--- src/rtl/lm75a_temp_pkg.sv ---
// Shared constants, FSM encoding and small helpers for the LM75A temperature monitor.
package lm75a_temp_pkg;

    localparam int unsigned TEMP_W     = 11;
    localparam int unsigned FRAC_BITS  = 3;
    localparam int unsigned BCD_DIGITS = 3;
    localparam int unsigned INT_W      = TEMP_W - FRAC_BITS;
    localparam int unsigned SUM_W      = TEMP_W + 2;

    localparam logic signed [TEMP_W-1:0] T_OS_DEFAULT   = 11'sd640;
    localparam logic signed [TEMP_W-1:0] T_HYST_DEFAULT = 11'sd600;

    localparam logic [1:0] ST_IDLE = 2'd0;
    localparam logic [1:0] ST_LOAD = 2'd1;
    localparam logic [1:0] ST_CONV = 2'd2;
    localparam logic [1:0] ST_DONE = 2'd3;

    // -1024 maps to 11'h400, which is the correct magnitude read as unsigned.
    function automatic logic [TEMP_W-1:0] temp_abs(input logic signed [TEMP_W-1:0] t);
        return t[TEMP_W-1] ? unsigned'(-t) : unsigned'(t);
    endfunction

    function automatic logic [3:0] frac_tenths(input logic [FRAC_BITS-1:0] f);
        logic [5:0] p;
        p = 6'(f) * 6'd5;
        return p[5:2];
    endfunction

    function automatic logic signed [SUM_W-1:0] sext_sum(input logic signed [TEMP_W-1:0] t);
        return {{(SUM_W - TEMP_W){t[TEMP_W-1]}}, t};
    endfunction

endpackage

--- src/rtl/lm75a_bin2bcd.sv ---
// Iterative double-dabble converter: one shift per cycle, INT_W cycles per conversion.
module lm75a_bin2bcd
    import lm75a_temp_pkg::*;
(
    input  logic                    clk_i,
    input  logic                    rst_ni,
    input  logic                    start_i,
    input  logic [INT_W-1:0]        bin_i,
    output logic [4*BCD_DIGITS-1:0] bcd_o,
    output logic                    last_o
);

    localparam int unsigned SH_W  = 4 * BCD_DIGITS + INT_W;
    localparam int unsigned CNT_W = $clog2(INT_W);

    logic [SH_W-1:0]  sh_q, sh_d, adj;
    logic [CNT_W-1:0] cnt_q, cnt_d;
    logic             busy_q, busy_d;

    always_comb begin
        adj = sh_q;
        for (int d = 0; d < int'(BCD_DIGITS); d++) begin
            if (adj[INT_W + 4*d +: 4] >= 4'd5) begin
                adj[INT_W + 4*d +: 4] = adj[INT_W + 4*d +: 4] + 4'd3;
            end
        end

        sh_d   = sh_q;
        cnt_d  = cnt_q;
        busy_d = busy_q;
        if (start_i) begin
            sh_d   = {{(4 * BCD_DIGITS){1'b0}}, bin_i};
            cnt_d  = '0;
            busy_d = 1'b1;
        end else if (busy_q) begin
            sh_d  = {adj[SH_W-2:0], 1'b0};
            cnt_d = cnt_q + CNT_W'(1);
            if (last_o) begin
                busy_d = 1'b0;
            end
        end
    end

    assign last_o = busy_q && (cnt_q == CNT_W'(INT_W - 1));
    assign bcd_o  = sh_q[SH_W-1:INT_W];

    always_ff @(posedge clk_i or negedge rst_ni) begin
        if (!rst_ni) begin
            sh_q   <= '0;
            cnt_q  <= '0;
            busy_q <= 1'b0;
        end else begin
            sh_q   <= sh_d;
            cnt_q  <= cnt_d;
            busy_q <= busy_d;
        end
    end

endmodule

--- src/rtl/lm75a_temp_monitor.sv ---
// LM75A reading capture, optional 4-sample averaging (LM75A_TEMP_AVG_EN), BCD conversion
// and over-temperature alarm with hysteresis.
module lm75a_temp_monitor
    import lm75a_temp_pkg::*;
#(
    parameter logic signed [TEMP_W-1:0] T_OS   = T_OS_DEFAULT,
    parameter logic signed [TEMP_W-1:0] T_HYST = T_HYST_DEFAULT
) (
    input  logic                    Clk,
    input  logic                    Rst_n,
    input  logic [TEMP_W-1:0]       Temp_data,
    input  logic                    Read_temp_en,
    output logic [TEMP_W-1:0]       Temp_avg,
    output logic                    Temp_sign,
    output logic [4*BCD_DIGITS-1:0] Temp_bcd,
    output logic [3:0]              Temp_frac,
    output logic                    Over_temp,
    output logic                    Temp_valid,
    output logic                    Busy
);

    logic [1:0]                state_q, state_d;
    logic                      rd_q;
    logic                      new_edge;
    logic                      pend_q, pend_d;
    logic [TEMP_W-1:0]         pend_data_q, pend_data_d;
    logic signed [TEMP_W-1:0]  sample_q, sample_d;
    logic signed [TEMP_W-1:0]  avg_q, avg_d, avg_new;
    logic [TEMP_W-1:0]         abs_new;
    logic [3:0]                frac_q, frac_d;
    logic                      conv_start, conv_last;
    logic [4*BCD_DIGITS-1:0]   conv_bcd;

    logic [TEMP_W-1:0]         temp_avg_q, temp_avg_d;
    logic                      temp_sign_q, temp_sign_d;
    logic [4*BCD_DIGITS-1:0]   temp_bcd_q, temp_bcd_d;
    logic [3:0]                temp_frac_q, temp_frac_d;
    logic                      over_temp_q, over_temp_d;
    logic                      temp_valid_q, temp_valid_d;

    assign new_edge = Read_temp_en & ~rd_q;

`ifdef LM75A_TEMP_AVG_EN
    logic signed [TEMP_W-1:0] win_q [4];
    logic signed [TEMP_W-1:0] win_d [4];
    logic [1:0]               ptr_q, ptr_d;
    logic                     primed_q, primed_d;
    logic signed [SUM_W-1:0]  sum_q, sum_d, sum_new;

    // The first sample after reset fills the whole window so the average starts settled.
    always_comb begin
        win_d    = win_q;
        ptr_d    = ptr_q;
        primed_d = primed_q;
        sum_d    = sum_q;
        if (primed_q) begin
            sum_new = sum_q - sext_sum(win_q[ptr_q]) + sext_sum(sample_q);
        end else begin
            sum_new = sext_sum(sample_q) <<< 2;
        end
        if (state_q == ST_LOAD) begin
            sum_d    = sum_new;
            primed_d = 1'b1;
            if (primed_q) begin
                win_d[ptr_q] = sample_q;
                ptr_d        = ptr_q + 2'd1;
            end else begin
                for (int i = 0; i < 4; i++) begin
                    win_d[i] = sample_q;
                end
                ptr_d = 2'd0;
            end
        end
    end

    assign avg_new = sum_new[SUM_W-1:2];

    always_ff @(posedge Clk or negedge Rst_n) begin
        if (!Rst_n) begin
            for (int i = 0; i < 4; i++) begin
                win_q[i] <= '0;
            end
            ptr_q    <= 2'd0;
            primed_q <= 1'b0;
            sum_q    <= '0;
        end else begin
            win_q    <= win_d;
            ptr_q    <= ptr_d;
            primed_q <= primed_d;
            sum_q    <= sum_d;
        end
    end
`else
    assign avg_new = sample_q;
`endif

    assign abs_new = temp_abs(avg_new);

    always_comb begin
        state_d      = state_q;
        pend_d       = pend_q;
        pend_data_d  = pend_data_q;
        sample_d     = sample_q;
        avg_d        = avg_q;
        frac_d       = frac_q;
        conv_start   = 1'b0;
        temp_avg_d   = temp_avg_q;
        temp_sign_d  = temp_sign_q;
        temp_bcd_d   = temp_bcd_q;
        temp_frac_d  = temp_frac_q;
        over_temp_d  = over_temp_q;
        temp_valid_d = 1'b0;

        case (state_q)
            ST_IDLE: begin
                if (new_edge) begin
                    sample_d = Temp_data;
                    pend_d   = 1'b0;
                    state_d  = ST_LOAD;
                end else if (pend_q) begin
                    sample_d = pend_data_q;
                    pend_d   = 1'b0;
                    state_d  = ST_LOAD;
                end
            end
            ST_LOAD: begin
                avg_d      = avg_new;
                frac_d     = frac_tenths(abs_new[FRAC_BITS-1:0]);
                conv_start = 1'b1;
                state_d    = ST_CONV;
            end
            ST_CONV: begin
                if (conv_last) begin
                    state_d = ST_DONE;
                end
            end
            ST_DONE: begin
                temp_avg_d   = avg_q;
                temp_sign_d  = avg_q[TEMP_W-1];
                temp_bcd_d   = conv_bcd;
                temp_frac_d  = frac_q;
                temp_valid_d = 1'b1;
                if (avg_q >= T_OS) begin
                    over_temp_d = 1'b1;
                end else if (avg_q < T_HYST) begin
                    over_temp_d = 1'b0;
                end
                state_d = ST_IDLE;
            end
            default: state_d = ST_IDLE;
        endcase

        // One-deep buffer; a later edge while busy replaces the earlier one.
        if (new_edge && (state_q != ST_IDLE)) begin
            pend_d      = 1'b1;
            pend_data_d = Temp_data;
        end
    end

    lm75a_bin2bcd u_bin2bcd (
        .clk_i   (Clk),
        .rst_ni  (Rst_n),
        .start_i (conv_start),
        .bin_i   (abs_new[TEMP_W-1:FRAC_BITS]),
        .bcd_o   (conv_bcd),
        .last_o  (conv_last)
    );

    always_ff @(posedge Clk or negedge Rst_n) begin
        if (!Rst_n) begin
            state_q      <= ST_IDLE;
            rd_q         <= 1'b0;
            pend_q       <= 1'b0;
            pend_data_q  <= '0;
            sample_q     <= '0;
            avg_q        <= '0;
            frac_q       <= '0;
            temp_avg_q   <= '0;
            temp_sign_q  <= 1'b0;
            temp_bcd_q   <= '0;
            temp_frac_q  <= '0;
            over_temp_q  <= 1'b0;
            temp_valid_q <= 1'b0;
        end else begin
            state_q      <= state_d;
            rd_q         <= Read_temp_en;
            pend_q       <= pend_d;
            pend_data_q  <= pend_data_d;
            sample_q     <= sample_d;
            avg_q        <= avg_d;
            frac_q       <= frac_d;
            temp_avg_q   <= temp_avg_d;
            temp_sign_q  <= temp_sign_d;
            temp_bcd_q   <= temp_bcd_d;
            temp_frac_q  <= temp_frac_d;
            over_temp_q  <= over_temp_d;
            temp_valid_q <= temp_valid_d;
        end
    end

    assign Temp_avg   = temp_avg_q;
    assign Temp_sign  = temp_sign_q;
    assign Temp_bcd   = temp_bcd_q;
    assign Temp_frac  = temp_frac_q;
    assign Over_temp  = over_temp_q;
    assign Temp_valid = temp_valid_q;
    assign Busy       = (state_q != ST_IDLE);

endmodule

--- config.mk ---
export PLATFORM = sky130hd
export DESIGN_NAME = lm75a_temp_monitor
export DESIGN_NICKNAME = d
export VERILOG_FILES = /design/src/rtl/lm75a_temp_pkg.sv /design/src/rtl/lm75a_bin2bcd.sv /design/src/rtl/lm75a_temp_monitor.sv
export SDC_FILE = /design/constraint.sdc
export NUM_CORES = 1
export LEC_CHECK = 0
export ABC_AREA = 1
export CORE_MARGIN = 4
export CORE_UTILIZATION = 50
export CTS_CLUSTER_SIZE = 30
export DETAILED_ROUTE_END_ITERATION = 8
export PLACE_DENSITY = 0.79
export REMOVE_ABC_BUFFERS = 1
export SYNTH_ARGS = -nofsm -noshare
export SYNTH_HDL_FRONTEND = slang
export SYNTH_SLANG_ARGS = --single-unit
--- constraint.sdc ---
create_clock -name Clk -period 2.3 [get_ports Clk]
set_clock_uncertainty 0.1 [all_clocks]
set_input_delay 0.46 -clock Clk [delete_from_list [all_inputs] [get_ports Clk]]
set_output_delay 0.46 -clock Clk [all_outputs]
set_load 0.05 [all_outputs]
Fig. 1: run 1, sizing map
Scale bar: 20 um.
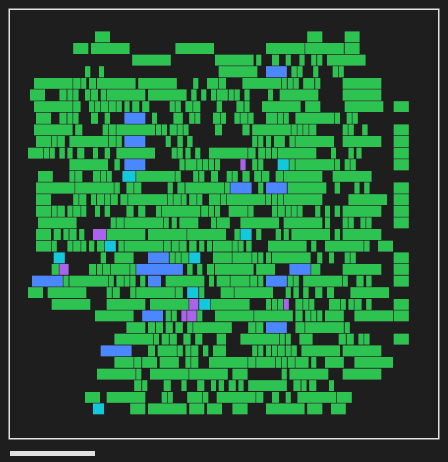
- purple: drive 2 (cells 7; share 1.3%)
- cyan: drive 3 to 4 (cells 9; share 1.6%; most used buf_4)
- blue: drive 6 and up (cells 15; share 2.7%; most used clkbuf_8)
- green: drive 1 or less (cells 518; share 94%; most used nand2_1)

Fig. 2: run 1, routed metal per tile
The die is cut into 20 by 20 equal tiles; dark blue is low, red is high, scaled to the fullest tile. Values are wire area over tile area, all layers added.
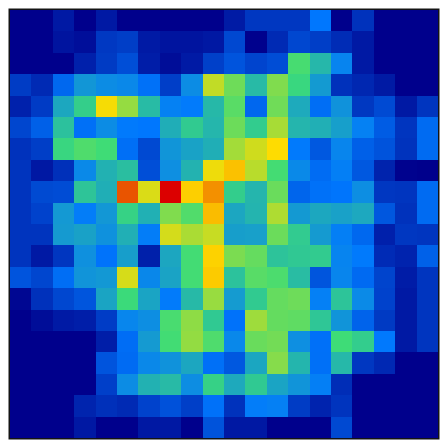
- fullest tile: 0.52
- tiles over half the peak: 14%
- nearly empty tiles: 17%

Fig. 3: run 1, routed clock nets over the placement
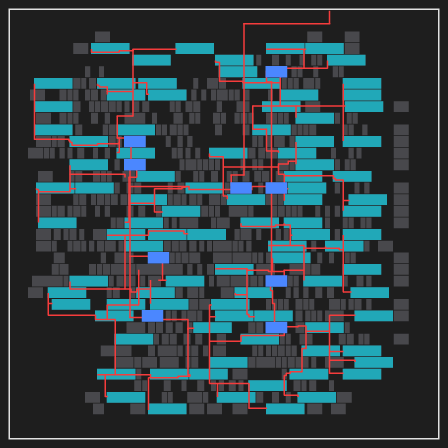
- blue: cells driving clock nets (count 9)
- cyan: flip-flops (count 94)
- red: clock wires (length 994 um)
- flops lie: widely spread
- routed clock nets: 10

Fig. 4: run 1, placement view
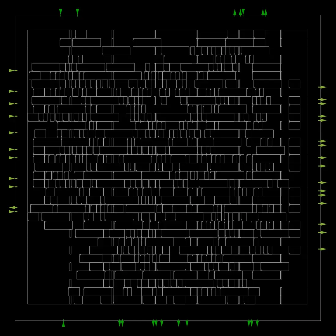
core area: 8217 um^2
Fillers: 728
flip-flops: 94
Final Core Density: 61.09%
Seq area share: 46.86%

==> flow_summary.ini, run 1 <==
; implementation run metrics
[logic_synthesis]
syn_area_per_cell_um2 = 8.488
yosys.area_share.adder_pct = 4.717
synth_flop_count = 94
synth_area_um2 = 4244
synth-simple-area-share_pct = 20.99
top_area_cell = dfrtp_1
yosysWarnings = 0
yosysUniqueCellTypes = 23
syn_inst = 500

[pwr]
swShare_pct = 44.63
pg_seq_w = 0.00279
p_sw_w = 0.003319
comb_cell_power_w = 0.00353
power_frac_clock_pct = 15.1
finalPower_w = 0.007438
power_density_nw_per_um2 = 1482
pwr-share-seq_pct = 37.4
power.group.top = combinational logic

[placed_design]
dp_worst_setup_slack_ns = 0.2831
place_inst = 638
place_area_um2 = 4803

[cts]
clk_latency_ns = 0.35
post_cts_buffers = 0
clock_path_buffers = 2
cts_buffers = 9
cts_root_buf = clkbuf_8
cts.sinks = 94
clk_pin_slew_ns = 0.09
cts_resized = 0

[die]
ios = 45
die_h_um = 100.1
taps = 105
fp.dieW_um = 100.1
rows = 33

[global_route]
grt_util_all_layers_pct = 18.01
use_met3_pct = 1.737
grt_pass1_vias = 3267
grt.busiest_layer = met2

[route]
num_vias = 3293
met3_length_um = 341
drt-met1-wl_um = 3660
highest_layer = met4
ant_nets = 0
drc = 0

[layout]
final_cells = 654
largestClassByArea = flip-flops and latches
clkbuf_count = 11
logic_gate_count = 336
sh_comb_area_pct = 32.10
logic_area_um2 = 1612
diodes = 0
fin_area_um2 = 5020

[hold_path]
hold_depth = 2

[sta]
worst_slack_ns = 0.1755
hold_viol = 0
setup_viol = 0
fin_crit_sh_pct = 92.37
slew_violations = 0
rsz0062_at_grt = no
maxSlewHeadroom_pct = 60.64

[worst_setup_path]
cp_slowest_cell = clkdlybuf4s50_1
path_buffers = 1
arrival_ns = 1.56
r2r_start = avg_new[0]
end_kind = primary output
crit_required_ns = 1.74
critical_path.startpoint_type = flip-flop
crit_path_max_incr_delay_ns = 0.83
worstSetupEndpoint = Over_temp
path_class = flip-flop to primary output
r2r-end = frac_q[2]

[flow_run]
cap_violations = 0

[outcome]
outcome = completed
-- run 1: Yosys cell counts --
master     number
o21ai_1         2
inv_1          49
o21ai_0        67
xor2_1          3
nand4_1         1
nand3_1        23
inv_2           3
a21boi_0        4
ha_1           16
buf_4           2
nor2_1         11
o2bb2ai_1       1
a21oi_2         1
clkbuf_1        8
a21oi_1         7
o22ai_1         3
nor3_1          3
a22o_1          2
nand2_1       185
nand2_2         3
buf_2           8
dfrtp_1        94
o211ai_1        4
-- run 1: sequential cells by signal, summed over array words and instances (netlist names) --
name	flops
Over_temp	1
Temp_avg	11
Temp_bcd	12
Temp_frac	4
Temp_valid	1
avg_new	11
avg_q	11
frac_q	4
pend_data_q	11
pend_q	1
rd_q	1
state_q	2
u_bin2bcd.busy_q	1
u_bin2bcd.cnt_q	3
u_bin2bcd.sh_q	20
==> run 2, diff against run 1 <==
--- a/config.mk
+++ b/config.mk
@@ -10,6 +10,7 @@
 export CORE_UTILIZATION = 50
 export CTS_CLUSTER_SIZE = 30
 export DETAILED_ROUTE_END_ITERATION = 8
+export HOLD_SLACK_MARGIN = 0.06
 export PLACE_DENSITY = 0.79
 export REMOVE_ABC_BUFFERS = 1
 export SYNTH_ARGS = -nofsm -noshare
Fig. 5: run 2, sequential cells grouped by signal name
Scale bar: 20 um. Other sequential cells in the stronger grey, the rest of the logic in the fainter grey.
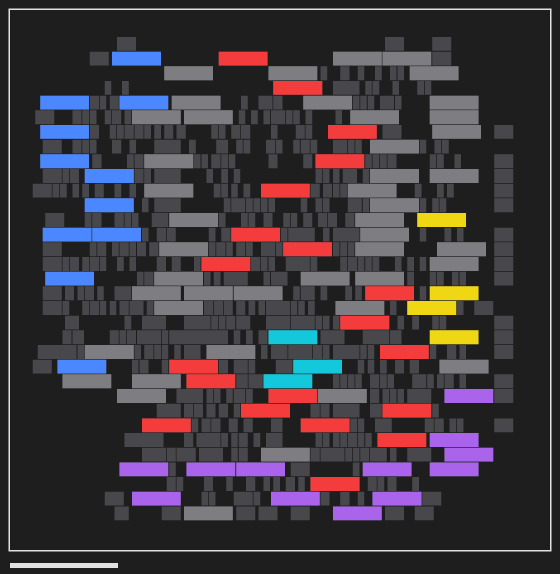
- purple: Temp_bcd (sequential cells 12)
- cyan: u_bin2bcd.cnt_q (sequential cells 3)
- yellow: Temp_frac (sequential cells 4; where right middle)
- blue: pend_data_q (sequential cells 11)
- red: u_bin2bcd.sh_q (sequential cells 20)
Seq. pwr: 0.00279 W
register area: 2352 um^2

Fig. 6: run 2, routed metal per tile
The die is cut into 20 by 20 equal tiles; dark blue is low, red is high, scaled to the fullest tile. Values are wire area over tile area, all layers added.
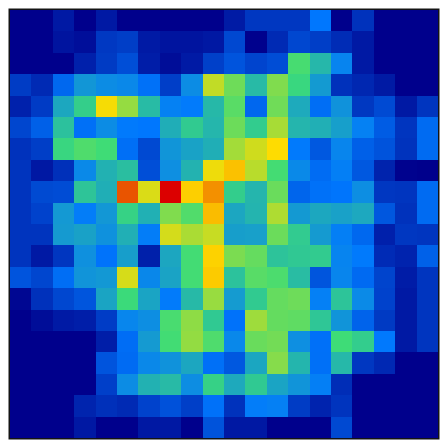
- emptiest ninth of the die: bottom left
- nearly empty tiles: 17%
- fullest tile: 0.52
- densest ninth of the die: middle
drt wl/cell: 12.37 um
via count: 3,293
GRT Total Usage: 18.01%
routed wire length: 8091 um

==> run 2 against run 1 <==
Net effect: via count did not move; critical path depth did not move; global-route usage did not move; clock power barely moved; cell count did not move; final area did not move; sequential power barely moved; sequential share of layout area did not move; synthesized cell count did not move.
==> flow_summary.ini, run 2 <==
; implementation run metrics
[die]
core_area_um2 = 8217
die_h_um = 100.1
ios = 45

[worst_setup_path]
path_buffers = 1
path_class = flip-flop to primary output
end_kind = primary output
r2r-end = frac_q[2]
worstSetupEndpoint = Over_temp
critical_path.startpoint_type = flip-flop
crit_required_ns = 1.74

[sta]
worst_slack_ns = 0.1755
setup_viol = 0
slew_violations = 0
maxSlewHeadroom_pct = 60.64
hold_viol = 0

[logic_synthesis]
async_reset_ff_share_pct = 100.0
top_area_cell = dfrtp_1
yosys_most_used_dff = dfrtp_1
yosys.area_share.adder_pct = 4.717
yosysWarnings = 0
syn_area_per_cell_um2 = 8.488
synth_flop_count = 94
top_cell = nand2_1
common_cells = 185 x nand2_1, 94 x dfrtp_1, 67 x o21ai_0, 49 x inv_1, 23 x nand3_1
syn_inst = 500
yosysUniqueCellTypes = 23

[global_route]
grt_pass1_vias = 3267

[flow_run]
cap_violations = 0

[pwr]
finalPower_w = 0.007438
power_frac_clock_pct = 15.1
p_sw_w = 0.003319
power.group.top = combinational logic
power_density_nw_per_um2 = 1482
pwr-share-seq_pct = 37.4
comb_cell_power_w = 0.00353
swShare_pct = 44.63

[route]
ant_nets = 0
drc = 0

[cts]
post_cts_buffers = 0
clk_latency_ns = 0.35
clk_pin_slew_ns = 0.09
cts_root_buf = clkbuf_8
clock_path_buffers = 2
cts_buffers = 9
cts.sinks = 94

[outcome]
outcome = completed

[layout]
fin_area_um2 = 5020
largest_register = u_bin2bcd.sh_q
fin_util_pct = 61.09
logic_area_um2 = 1612
nFillCells = 728

[placed_design]
place_area_um2 = 4803
place_inst = 638
Fig. 7: run 2, placement view
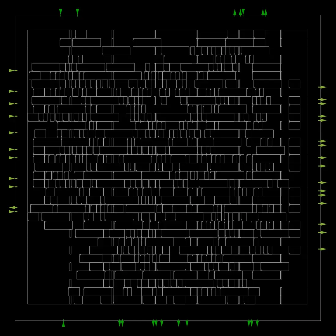
n_taps: 105
Rows: 33
Non-Filler Instances: 654

[run 2: cell counts after synthesis]
No cell type changed its count.
[run 2: tightest hold or removal path, stage by stage, from the launching register on]
cell and delay [ns]:
dfrtp_1 0.35, nand2_1 0.05, nand2_1 0.04
[run 2: area by class of cell]
type	instances	area share (%)
clock inverter	4	1.097
multi-input combinational	336	32.10
sequential	94	46.86
clock buffer	11	3.016
tap	105	2.617
inverter	52	3.888
timing repair buffer	52	10.42
[run 2: layer usage]
metal | GRT usage [%] | vias to the layer above | routed length [um]
met4 | 7.668 | 0 | 200
met2 | 29.61 | 77 | 3888
met1 | 24.54 | 1524 | 3660
li1 | - | 1675 | -
met3 | 1.737 | 17 | 341
met5 | 0 | - | 0
Power figures rest on the tool's default switching activity, not on a simulated workload.
